--- src/rtl/hazard_ctrl.sv ---
`default_nettype none
// ============================================================================
//  Module      : hazard_ctrl
//  Description : Hazard and stall controller for a 5-stage MIPS pipeline.
//                Drives the PC, IF/ID, ID2EXE and EXE/MEM load enables.
//                It detects RAW and load-use hazards between ID and the
//                EXE/MEM stages, inserts bubbles into ID2EXE and flushes
//                wrong-path instructions on taken branches. It freezes the
//                whole pipe while data memory is busy, and keeps a saturating
//                stall-cycle counter plus a sticky memory-timeout flag.
//  Revision    : 1.0  initial release
// ----------------------------------------------------------------------------
//  Ports
//    clk, rst               clock, synchronous active-high reset
//    id_src1_i/id_src2_i    ID-stage source registers
//    id_use_src1_i/2_i      ID instruction actually reads the source
//    exe_dest_i, exe_wb_en_i, exe_mem_read_i   producer in EXE
//    mem_dest_i, mem_wb_en_i                   producer in MEM
//    branch_taken_i         branch resolved taken in EXE this cycle
//    mem_busy_i             data memory not ready, pipe must hold
//    pc_write_en_o, ifid_write_en_o, ifid_flush_o,
//    idexe_write_en_o, idexe_bubble_o, exemem_write_en_o   pipe controls
//    mem_timeout_o          sticky timeout error
//    stall_cycles_o         saturating count of cycles with PC held
//    hz_state_o             debug view of FSM state (0 RUN, 1 LU_STALL,
//                           2 MEM_WAIT)
// ============================================================================
module hazard_ctrl #(
    parameter int FORWARD_EN  = 1,
    parameter int MEM_TIMEOUT = 16,
    parameter int CNT_W       = 16
) (
    input  logic             clk,
    input  logic             rst,
    input  logic [4:0]       id_src1_i,
    input  logic [4:0]       id_src2_i,
    input  logic             id_use_src1_i,
    input  logic             id_use_src2_i,
    input  logic [4:0]       exe_dest_i,
    input  logic             exe_wb_en_i,
    input  logic             exe_mem_read_i,
    input  logic [4:0]       mem_dest_i,
    input  logic             mem_wb_en_i,
    input  logic             branch_taken_i,
    input  logic             mem_busy_i,
    output logic             pc_write_en_o,
    output logic             ifid_write_en_o,
    output logic             ifid_flush_o,
    output logic             idexe_write_en_o,
    output logic             idexe_bubble_o,
    output logic             exemem_write_en_o,
    output logic             mem_timeout_o,
    output logic [CNT_W-1:0] stall_cycles_o,
    output logic [1:0]       hz_state_o
);

    typedef enum logic [1:0] {
        ST_RUN      = 2'd0,
        ST_LU_STALL = 2'd1,
        ST_MEM_WAIT = 2'd2
    } state_t;

    // MEM_TIMEOUT is expected to be at least 1.
    localparam int             BW         = $clog2(MEM_TIMEOUT + 1);
    localparam logic [BW-1:0]  C_BUSY_MAX = BW'(MEM_TIMEOUT);
    localparam logic [CNT_W-1:0] C_CNT_MAX = {CNT_W{1'b1}};

    state_t           state_q, state_d;
    state_t           ret_state_q, ret_state_d;
    logic [1:0]       cnt_q, cnt_d;
    logic [BW-1:0]    busy_cnt_q, busy_cnt_d;
    logic             mem_timeout_q, mem_timeout_d;
    logic [CNT_W-1:0] stall_cycles_q, stall_cycles_d;

    logic             w_h_exe;
    logic             w_h_mem;
    logic [1:0]       w_stall_len;
    state_t           w_eval_state;

    // Pipe controls before the reset override.
    logic             w_pc_we;
    logic             w_ifid_we;
    logic             w_ifid_flush;
    logic             w_idexe_we;
    logic             w_idexe_bubble;
    logic             w_exemem_we;

    // ------------------------------------------------------------------
    // Hazard detection; register 0 is hard-wired and never hazards.
    // ------------------------------------------------------------------
    assign w_h_exe = exe_wb_en_i && (exe_dest_i != 5'd0) &&
                     ((id_use_src1_i && (id_src1_i == exe_dest_i)) ||
                      (id_use_src2_i && (id_src2_i == exe_dest_i)));

    assign w_h_mem = mem_wb_en_i && (mem_dest_i != 5'd0) &&
                     ((id_use_src1_i && (id_src1_i == mem_dest_i)) ||
                      (id_use_src2_i && (id_src2_i == mem_dest_i)));

    // The register file is write-first, so WB producers never stall.
    generate
        if (FORWARD_EN != 0) begin : g_fwd
            assign w_stall_len = (w_h_exe && exe_mem_read_i) ? 2'd1 : 2'd0;
        end else begin : g_nofwd
            assign w_stall_len = w_h_exe ? 2'd2 : (w_h_mem ? 2'd1 : 2'd0);
        end
    endgenerate

    // On the first non-busy cycle of MEM_WAIT, the saved state's rules
    // apply directly, so the pipe resumes without a dead cycle.
    assign w_eval_state = (state_q == ST_MEM_WAIT) ? ret_state_q : state_q;

    // ------------------------------------------------------------------
    // Next-state and output decode.
    // Priority: mem_busy > branch_taken > hazard.
    // ------------------------------------------------------------------
    always_comb begin
        state_d        = state_q;
        ret_state_d    = ret_state_q;
        cnt_d          = cnt_q;
        w_pc_we        = 1'b1;
        w_ifid_we      = 1'b1;
        w_ifid_flush   = 1'b0;
        w_idexe_we     = 1'b1;
        w_idexe_bubble = 1'b0;
        w_exemem_we    = 1'b1;

        if (mem_busy_i) begin
            // Freeze: everything holds; the remaining stall count is kept.
            w_pc_we     = 1'b0;
            w_ifid_we   = 1'b0;
            w_idexe_we  = 1'b0;
            w_exemem_we = 1'b0;
            state_d     = ST_MEM_WAIT;
            if (state_q != ST_MEM_WAIT) begin
                ret_state_d = state_q;
            end
        end else begin
            case (w_eval_state)
                ST_RUN: begin
                    state_d = ST_RUN;
                    if (branch_taken_i) begin
                        w_ifid_flush   = 1'b1;
                        w_idexe_bubble = 1'b1;
                    end else if (w_stall_len != 2'd0) begin
                        w_pc_we        = 1'b0;
                        w_ifid_we      = 1'b0;
                        w_idexe_bubble = 1'b1;
                        if (w_stall_len == 2'd2) begin
                            cnt_d   = 2'd1;
                            state_d = ST_LU_STALL;
                        end
                    end
                end
                ST_LU_STALL: begin
                    if (branch_taken_i) begin
                        // Branch kills the stalled instruction anyway.
                        w_ifid_flush   = 1'b1;
                        w_idexe_bubble = 1'b1;
                        cnt_d          = 2'd0;
                        state_d        = ST_RUN;
                    end else begin
                        w_pc_we        = 1'b0;
                        w_ifid_we      = 1'b0;
                        w_idexe_bubble = 1'b1;
                        if (cnt_q <= 2'd1) begin
                            cnt_d   = 2'd0;
                            state_d = ST_RUN;
                        end else begin
                            cnt_d   = cnt_q - 2'd1;
                            state_d = ST_LU_STALL;
                        end
                    end
                end
                default: begin
                    state_d = ST_RUN;
                end
            endcase
        end
    end

    // ------------------------------------------------------------------
    // Timeout and performance counter next-state.
    // ------------------------------------------------------------------
    always_comb begin
        busy_cnt_d = '0;
        if (mem_busy_i) begin
            busy_cnt_d = (busy_cnt_q == C_BUSY_MAX) ? C_BUSY_MAX
                                                    : busy_cnt_q + 1'b1;
        end
        mem_timeout_d = mem_timeout_q || (busy_cnt_d == C_BUSY_MAX);

        stall_cycles_d = stall_cycles_q;
        if (!w_pc_we && (stall_cycles_q != C_CNT_MAX)) begin
            stall_cycles_d = stall_cycles_q + 1'b1;
        end
    end

    // ------------------------------------------------------------------
    // State registers.
    // ------------------------------------------------------------------
    always_ff @(posedge clk) begin
        if (rst) begin
            state_q        <= ST_RUN;
            ret_state_q    <= ST_RUN;
            cnt_q          <= 2'd0;
            busy_cnt_q     <= '0;
            mem_timeout_q  <= 1'b0;
            stall_cycles_q <= '0;
        end else begin
            state_q        <= state_d;
            ret_state_q    <= ret_state_d;
            cnt_q          <= cnt_d;
            busy_cnt_q     <= busy_cnt_d;
            mem_timeout_q  <= mem_timeout_d;
            stall_cycles_q <= stall_cycles_d;
        end
    end

    // ------------------------------------------------------------------
    // Outputs. During reset the pipe holds PC and IF/ID and pushes
    // NOPs downstream so the stages drain to a clean state.
    // ------------------------------------------------------------------
    assign pc_write_en_o     = rst ? 1'b0 : w_pc_we;
    assign ifid_write_en_o   = rst ? 1'b0 : w_ifid_we;
    assign ifid_flush_o      = rst ? 1'b1 : w_ifid_flush;
    assign idexe_write_en_o  = rst ? 1'b1 : w_idexe_we;
    assign idexe_bubble_o    = rst ? 1'b1 : w_idexe_bubble;
    assign exemem_write_en_o = rst ? 1'b1 : w_exemem_we;
    assign mem_timeout_o     = mem_timeout_q;
    assign stall_cycles_o    = stall_cycles_q;
    assign hz_state_o        = state_q;

endmodule
`default_nettype wire
--- config.mk ---
export PLATFORM = sky130hd
export DESIGN_NAME = hazard_ctrl
export DESIGN_NICKNAME = d
export VERILOG_FILES = /design/src/rtl/hazard_ctrl.sv
export SDC_FILE = /design/constraint.sdc
export NUM_CORES = 1
export LEC_CHECK = 0
export ABC_AREA = 1
export CELL_PAD_IN_SITES_DETAIL_PLACEMENT = 0
export CELL_PAD_IN_SITES_GLOBAL_PLACEMENT = 1
export CORE_MARGIN = 4
export CORE_UTILIZATION = 30
export DETAILED_ROUTE_END_ITERATION = 8
export PLACE_DENSITY = 0.8
export SLEW_MARGIN = 20
export SYNTH_ARGS = -nofsm -noshare
export SYNTH_HDL_FRONTEND = slang
export SYNTH_SLANG_ARGS = --single-unit
export TNS_END_PERCENT = 50
--- constraint.sdc ---
create_clock -name clk -period 2.2 [get_ports clk]
set_clock_uncertainty 0.2 [all_clocks]
set_input_delay 0.33 -clock clk [delete_from_list [all_inputs] [get_ports clk]]
set_output_delay 0.33 -clock clk [all_outputs]
set_load 0.005 [all_outputs]
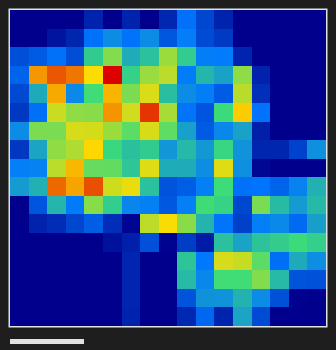
(wire density map)
The bar under the picture is 20 um long. The die is cut into 17 by 17 equal tiles; dark blue is low, red is high, scaled to the fullest tile. Values are wire area over tile area, all layers added.
densest ninth of the die = middle left
tiles over half the peak = 20%
fullest tile = 0.36
nearly empty tiles = 29%

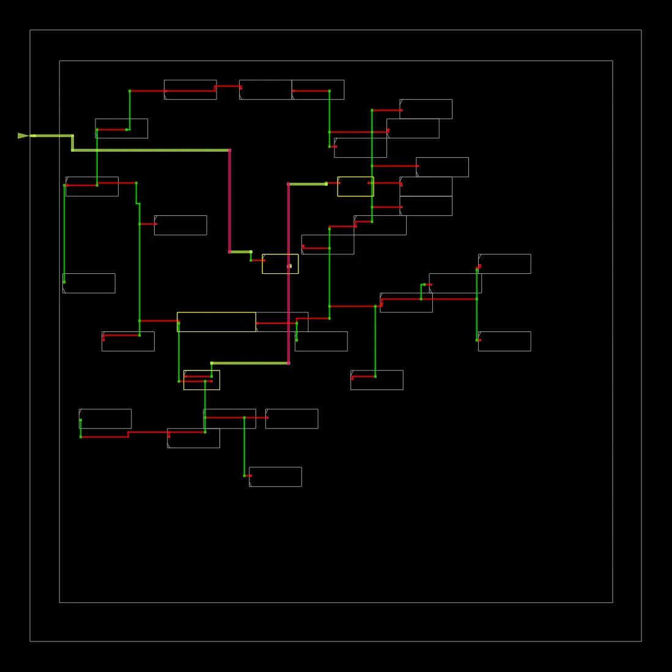
(clock nets)
Clk Latency, worst-skew pair: 0.28 ns
flip-flops: 28
TritonCTS Buffers: 3
CLK BUF: 3

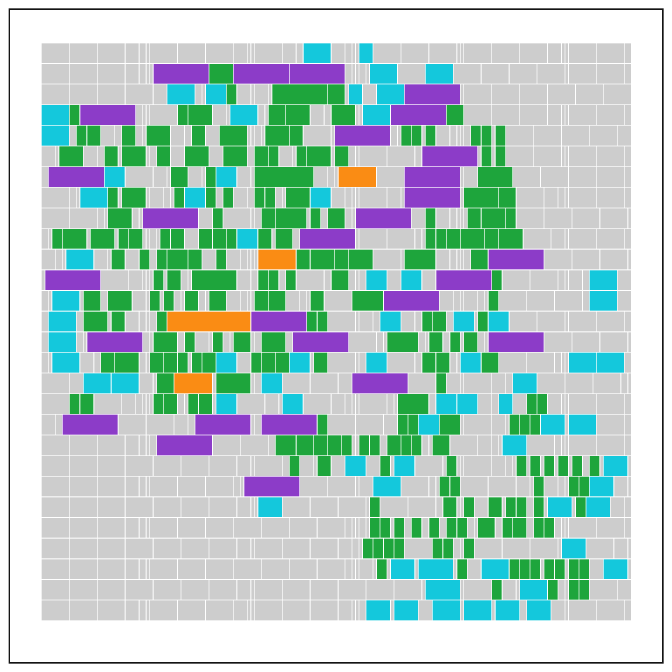
(placed cells, one colour a class)
Fill, decap, tap and diode cells in grey.
remaining buffers and delay cells -> cyan  # cells 70, share of their area 25%
remaining logic cells -> green  # cells 227, share of their area 49%
registers -> purple  # cells 28, share of their area 23%
clock drivers and dummy loads -> orange  # cells 4, share of their area 2.9%
final core utilization: 43.2%
Final Instance Area: 2550 um^2
sequential share of cell area: 21.9%
core area: 5920 um^2

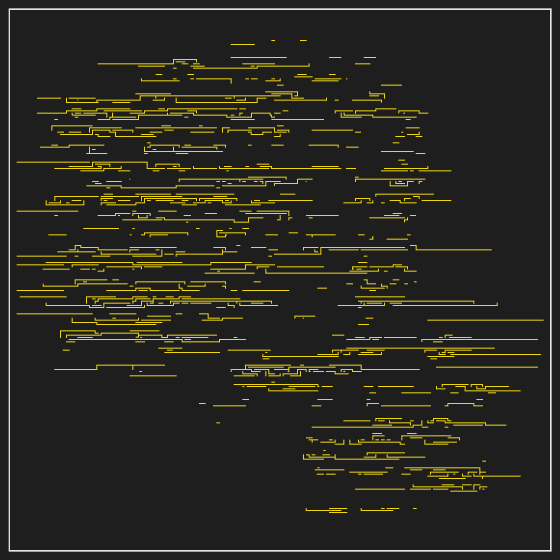
(M1 wires)
nets with wire on the layer = 322
wire length on this layer = 2,280 um
vias: 1,827
GR Layer Usage met1: 18.5%
Routed WL: 4.62 mm

==> GITHUB_STEP_SUMMARY <==
## Synthesis and layout report

| Metric | Value |
|---|---|
| Buffers from clock root to sink, at most | `2` |
| Switching part of the total | `23.8%` |
| Worst Hold Depth | `2` |
| First-pass GRT wire length | `8.29 mm` |
| Resized cells post-CTS | `30` |
| Ys cells | `around 260` |
| Synth async-reset ratio | `0%` |
| HP Start | `cnt_q[1]` |
| Routed len/inst | `~11 um` |
| Iteration-0 DRC Markers | `slightly below 80` |
| Share of cells above drive strength 1 | `between 20% and 30%` |
| Part of the power in registers | `between 40% and 50%` |
| Synth Instances | `around 260` |
| Fillcell total | `approximately 630` |
| Fin cells | `slightly above 400` |
| TNS Setup | `0 ns` |
| Setup bufs post-CTS | `1` |
| Slew headroom | `about 80%` |
| Final setup vio count | `0` |
| Max Used Layer | `met4` |
| Critical Path, Cell by Cell | `clkdlybuf4s50_1 > buf_4 > inv_4 > nor2_4 > inv_2 > clkdlybuf4s50_1` |
| Critical path type | `primary input to output port` |
| Dominant cells by area after synthesis | `dfxtp_1 31%, nand2_1 12%, nand3_1 8.0%` |
| Synth Area per Inst | `between 6 and 7 um^2` |
| Vias in the first global route | `approximately 1,800` |
| Top pwr grp | `registers` |
| Xor+xnor area frac | `a little under 8%` |
| Most common reg cell | `dfxtp_1` |
| Status | `finished, final reports clean` |
| Worst-path clk slew | `around 0.10 ns` |
| CP startpoint | `mem_busy_i` |
| Final slew viol count | `0` |
| Number of cell rows | `28` |
| Max frequency | `around 0.47 GHz` |
| CP max-delay cell | `clkdlybuf4s50_1` |
| Top delay family on crit path | `buffers and inverters` |
-- layer usage --
layer / GRT usage, % / up-vias
li1: - / 964
met1: 18.5 / 821
met2: 21.4 / 33
met3: 2.79 / 9
met4: 3.74 / 0
met5: 0 / -
-- cell type report --
| type | instances | area, um^2 | area share [%] |
|---|---|---|---|
| Clock inverter | 1 | 30.0 | 1.18 |
| Clock buffer | 3 | 41.3 | 1.62 |
| Multi-Input combinational cell | 192 | 1080 | 42.3 |
| Tap cell | 75 | 93.8 | 3.67 |
| Sequential cell | 28 | 561 | 21.9 |
| Timing Repair Buffer | 70 | 614 | 24.0 |
| Inverter | 35 | 134 | 5.24 |
-- worst min-delay path, cell delays in order (launching register included) --
cell     delay [ns]
dfxtp_1        0.33
nand3_1        0.08
inv_1          0.04
No activity file was given, so power comes from the tool's default toggle rates.
